[src/rtl/cskipa_seq_add48.sv]
// Sequential carry-skip adder/subtractor: one SLICE_W-bit carry-skip slice per clock,
// LSB slice first, with a valid/ready handshake on both sides.
module cskipa_seq_add48 #(
    parameter int SLICE_W = 12,
    parameter int NSLICE  = 4,
    parameter int SKIP_W  = 4
) (
    input  logic                        clk,
    input  logic                        rst,
    input  logic                        in_valid,
    output logic                        in_ready,
    input  logic [SLICE_W*NSLICE-1:0]   i_add_term1,
    input  logic [SLICE_W*NSLICE-1:0]   i_add_term2,
    input  logic                        i_sub,
    input  logic                        i_cin,
    output logic                        out_valid,
    input  logic                        out_ready,
    output logic [SLICE_W*NSLICE-1:0]   sum,
    output logic                        cout,
    output logic                        ovf
);

    localparam int W  = SLICE_W * NSLICE;
    localparam int KW = (NSLICE > 1) ? $clog2(NSLICE) : 1;

    typedef enum logic [1:0] {IDLE, RUN, DONE} state_t;

    state_t              state;
    logic [KW-1:0]       k;
    logic                carry;
    logic [W-1:0]        a_reg;
    logic [W-1:0]        b_reg;
    logic [SLICE_W-1:0]  a_sl;
    logic [SLICE_W-1:0]  b_sl;
    logic [SLICE_W-1:0]  slice_sum;
    logic                slice_cout;

    // Operand registers shift right each RUN edge, so the current slice always sits in the low bits.
    assign a_sl      = a_reg[SLICE_W-1:0];
    assign b_sl      = b_reg[SLICE_W-1:0];
    assign in_ready  = (state == IDLE) && !rst;
    assign out_valid = (state == DONE);

    // Ripple inside each SKIP_W group; a fully propagating group passes its incoming carry straight on.
    always_comb begin : slice_adder
        logic c;
        logic grp_cin;
        logic grp_p;
        slice_sum = '0;
        c         = carry;
        grp_cin   = carry;
        grp_p     = 1'b1;
        for (int i = 0; i < SLICE_W; i++) begin
            slice_sum[i] = a_sl[i] ^ b_sl[i] ^ c;
            grp_p        = grp_p & (a_sl[i] ^ b_sl[i]);
            c            = (a_sl[i] & b_sl[i]) | ((a_sl[i] ^ b_sl[i]) & c);
            if (((i % SKIP_W) == (SKIP_W - 1)) || (i == SLICE_W - 1)) begin
                c       = grp_p ? grp_cin : c;
                grp_cin = c;
                grp_p   = 1'b1;
            end
        end
        slice_cout = c;
    end

    always_ff @(posedge clk or posedge rst) begin
        if (rst) begin
            state <= IDLE;
            k     <= '0;
            carry <= 1'b0;
            a_reg <= '0;
            b_reg <= '0;
            sum   <= '0;
            cout  <= 1'b0;
            ovf   <= 1'b0;
        end else begin
            case (state)
                IDLE: begin
                    if (in_valid) begin
                        a_reg <= i_add_term1;
                        b_reg <= i_sub ? ~i_add_term2 : i_add_term2;
                        carry <= i_sub ? 1'b1 : i_cin;
                        k     <= '0;
                        state <= RUN;
                    end
                end
                RUN: begin
                    // Result slices enter from the top; after NSLICE edges slice k lands in bits of slice k.
                    sum   <= W'({slice_sum, sum} >> SLICE_W);
                    carry <= slice_cout;
                    a_reg <= a_reg >> SLICE_W;
                    b_reg <= b_reg >> SLICE_W;
                    k     <= k + 1'b1;
                    if (k == KW'(NSLICE - 1)) begin
                        cout  <= slice_cout;
                        ovf   <= (a_reg[SLICE_W-1] == b_reg[SLICE_W-1]) &&
                                 (slice_sum[SLICE_W-1] != a_reg[SLICE_W-1]);
                        state <= DONE;
                    end
                end
                DONE: begin
                    if (out_ready) begin
                        state <= IDLE;
                    end
                end
                default: state <= IDLE;
            endcase
        end
    end

endmodule

[config.mk]
export PLATFORM = sky130hd
export DESIGN_NAME = cskipa_seq_add48
export DESIGN_NICKNAME = d
export VERILOG_FILES = /design/src/rtl/cskipa_seq_add48.sv
export SDC_FILE = /design/constraint.sdc
export NUM_CORES = 1
export LEC_CHECK = 0
export CORE_MARGIN = 3
export CORE_UTILIZATION = 47
export DETAILED_ROUTE_END_ITERATION = 8
export PLACE_DENSITY = 0.8
export RECOVER_POWER = 25
export SYNTH_ARGS = -nofsm -noshare
export SYNTH_HDL_FRONTEND = slang
export SYNTH_SLANG_ARGS = --single-unit
[constraint.sdc]
create_clock -name clk -period 5.8 [get_ports clk]
set_clock_uncertainty 0.1 [all_clocks]
set_input_delay 1.16 -clock clk [delete_from_list [all_inputs] [get_ports clk]]
set_output_delay 1.16 -clock clk [all_outputs]
set_load 0.01 [all_outputs]
### Metal 4

Bar = 50 um. Supply wires on this layer in gray.
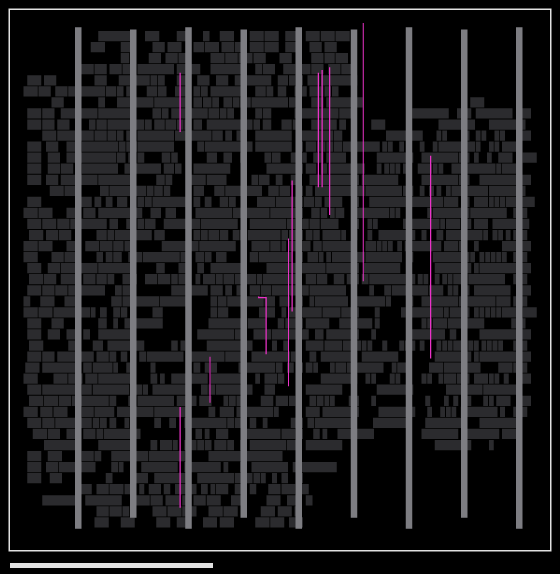
share of all routed wire = 1.8%
longest straight run = 63.2 um

### The metal 1 layer

Supply wires on this layer in gray.
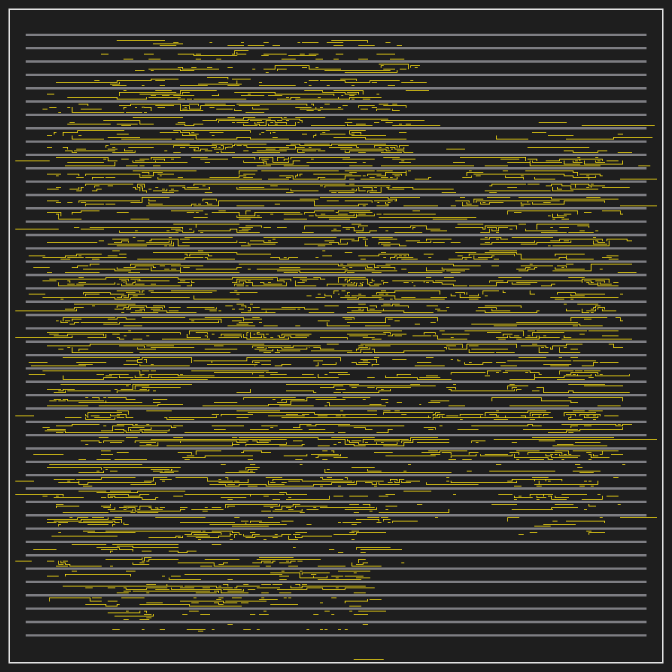
share of all routed wire = 44%
longest straight run = 43.2 um
main direction = horizontal
wire length on this layer = 8300 um
nets with wire on the layer = 894
total number of vias: 6097
met1 usage: 0.292
final WL: 18.7 mm

### Congestion heat map

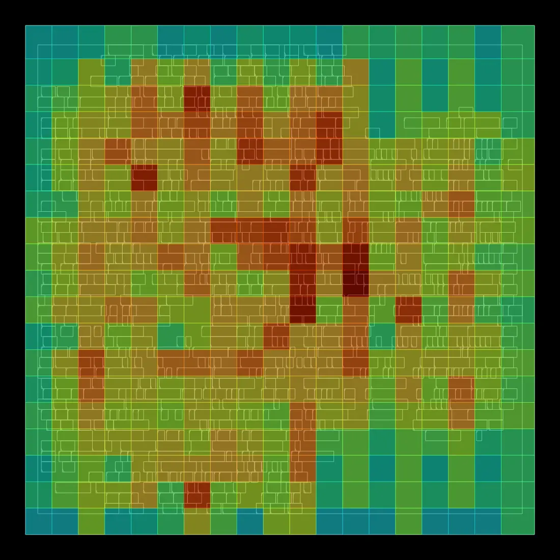
M2 GR Usage: 0.330
global-route usage over all layers: 0.212
Final Util: 0.636
met3 GRT Util: 0.0525
Most Crowded Layer GR: met2

### Placement density heat map

13 x 13 tiles, from white (low) to dark blue (high), 0 to 100% covered.
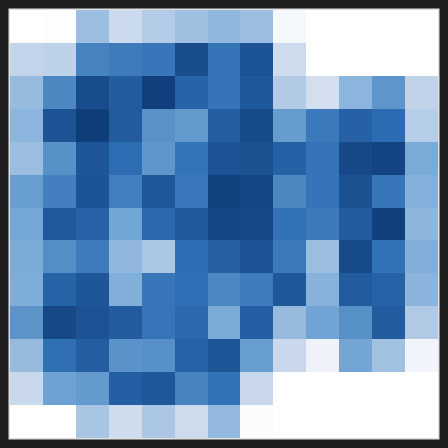
fullest tile = 95%
tiles over 75% full = 31%
mean over tiles = 54%
emptiest ninth of the die = south-east

==> results_slide.txt <==
Physical Implementation Snapshot

Worst setup path
  • Delay-heaviest family, CP: adder cells
  • CP max-delay cell: fa_2
  • CP Capture Type: flip-flop
  • FF-to-FF path depth: 20
  • Critical Path AT: 6000 ps
  • Critical path peak fanout: 3
  • Reg-to-reg endpoint: ovf
  • Worst path buffer plus inverter count: 3
  • Crit path to: ovf
  • Critical Path Max Stage Delay: around 420 ps
  • Cell mode on critical path: fa_2
  • Crit path launch: carry
  • Levels on crit path: 20
  • RR Startpoint: carry
  • Crit start category: flip-flop
  • Crit path DRT: 6040 ps

STA
  • Sum Neg Setup Slack: 0 ps
  • Final Hold Slack: 370 ps
  • Pins Over Slew Limit: 121
  • Hold Vio Cnt, Final: 0
  • Period utilization: 0.993
  • Slew margin rel.: -0.897
  • Final Setup Violations: 0
  • Max Clk Rate: 174 MHz

Detailed routing
  • Drt first pass iters: 6
  • DR iter-0 viols: 541
  • Routed vias/inst: 5.39
  • DRC errors left: 0

Floorplan
  • Die area: ~18000 um2
  • Die y size: 133 um
  • IO Pins: 154
  • Core utilization at floorplan: 0.489
  • Core Footprint: 15500 um2

Cells and area
  • Design Area, Final: 9850 um2
  • Area growth from synthesis to layout: 30.1%
  • Fraction of layout cells with a size suffix above 1: 0.0880
  • # diodes: 0
  • Fill cells: 1251

Power
  • Power Internal: 0.00308 W
  • Sw Ratio: 0.385
  • Clk pwr share: 0.219
  • Clock network power: between 0.001 and 0.0015 W
  • PwrDens: 509 nW/um2
  • VDD IR-drop max: about 0.29 mV
  • Total power draw: 0.00501 W
  • Highest-power group: combinational cells
  • Power in sequential cells: 0.00191 W
  • Comb pwr: 0.00200 W

Worst hold path
  • Worst Hold Path EP: sum[2]
  • Hold wc startpoint: sum[2]

Clock network
  • Num CTS Buffers: 17
  • Clk_lat worst skew: ~430 ps
  • Root buffer cell: clkbuf_16
  • H-tree depth: 4
  • Clock buffer depth: 2

Yosys
  • Yosys stat chip area: 7570 um2
  • Synth Seq Share: 0.499
  • Cell count after synthesis: about 780
  • Post-synth top cells: 174 x nand2_1, 151 x dfrtp_1, 75 x o21ai_0, 67 x a21oi_1, 49 x xor2_1
  • Synthesized flop and latch total: 151
  • Syn avg cell area: 9.72 um2
  • # Cells Yosys: 779
  • Synthesis Warnings: 0
  • Cell Area, Synth: approximately 7600 um2
  • Number of flops mapped to enable cells by yosys: 0
  • Syn nets: 906
  • Largest cells by area: dfrtp_1 50%, nand2_1 8.6%, xor2_1 5.7%
  • Synth area leader: dfrtp_1
  • Top-area cell type share of the netlist area: 0.499

Global routing
  • Congestion Overflow GR: 0
  • Vias in the first global route: about 5900
  • Initial antenna violation count: 0
  • First-pass GRT wire length: 30.2 mm

Job
  • MaxCap Viol Count: 2

Outcome
  • Outcome: complete, but fails checks
  • Failing checks: max-capacitance violations, max-slew violations

Placed design
  • Area after DPL: 9190 um2
  • IO Port Bufs: 153
[what timing repair did]
item,in CTS,in global routing
pin swaps,1,1
setup endpoints to repair,4,2
endpoints found under the hold margin,0,0
resized,8,5
gates cloned,0,0
buffers inserted,3,3
[kinds of logic (layout without fill, tap and decap cells)]
logic type	after synthesis	count (layout)	share of synthesized area
fa+ha+maj	25	25	0.0532
compound gates	222	222	0.177
flops	151	151	0.499
mux	1	1	0.00149
simple gates	258	258	0.166
xor+xnor	49	49	0.0567
buf+inv	73	214	0.0455
[cells in the final DEF, fill, tap and decap left out, types with 11 or more instances in the layout]
master and n:
and3b_1 28, o21ai_0 75, clkbuf_16 17, dfrtp_1 149
xor2_1 49, fa_2 11, clkdlybuf4s50_1 150, a22o_1 25
ha_1 13, buf_4 18, a21oi_1 67, nand2_1 174
a22oi_1 44, nor2b_1 39
[layout make-up]
cell class | count | area (um2) | share of cell area
sequential | 151 | 3780 | 0.384
multi-input combinational | 555 | 3510 | 0.356
timing repair buffer | 173 | 1670 | 0.169
clock buffer | 20 | 467 | 0.0474
tap | 211 | 264 | 0.0268
clock inverter | 12 | 125 | 0.0127
inverter | 9 | 35.0 | 0.00356
[metal layers]
metal | GRT usage | wire length [um] | up-vias
met5 | 0 | 0 | -
met2 | 0.330 | 8750 | 258
met3 | 0.0525 | 1360 | 25
met1 | 0.292 | 8300 | 2901
met4 | 0.0756 | 338 | 0
li1 | - | - | 2913
[through the flow]
stage                     std cells  setup WS (ps)
final                          1131           38.8
after detailed placement       1093           -318
after floorplan                 779           15.6
after CTS                      1128           18.9
after global placement         1093           -202
after global routing           1131          -83.9
No activity file was given, so power comes from the tool's default toggle rates.
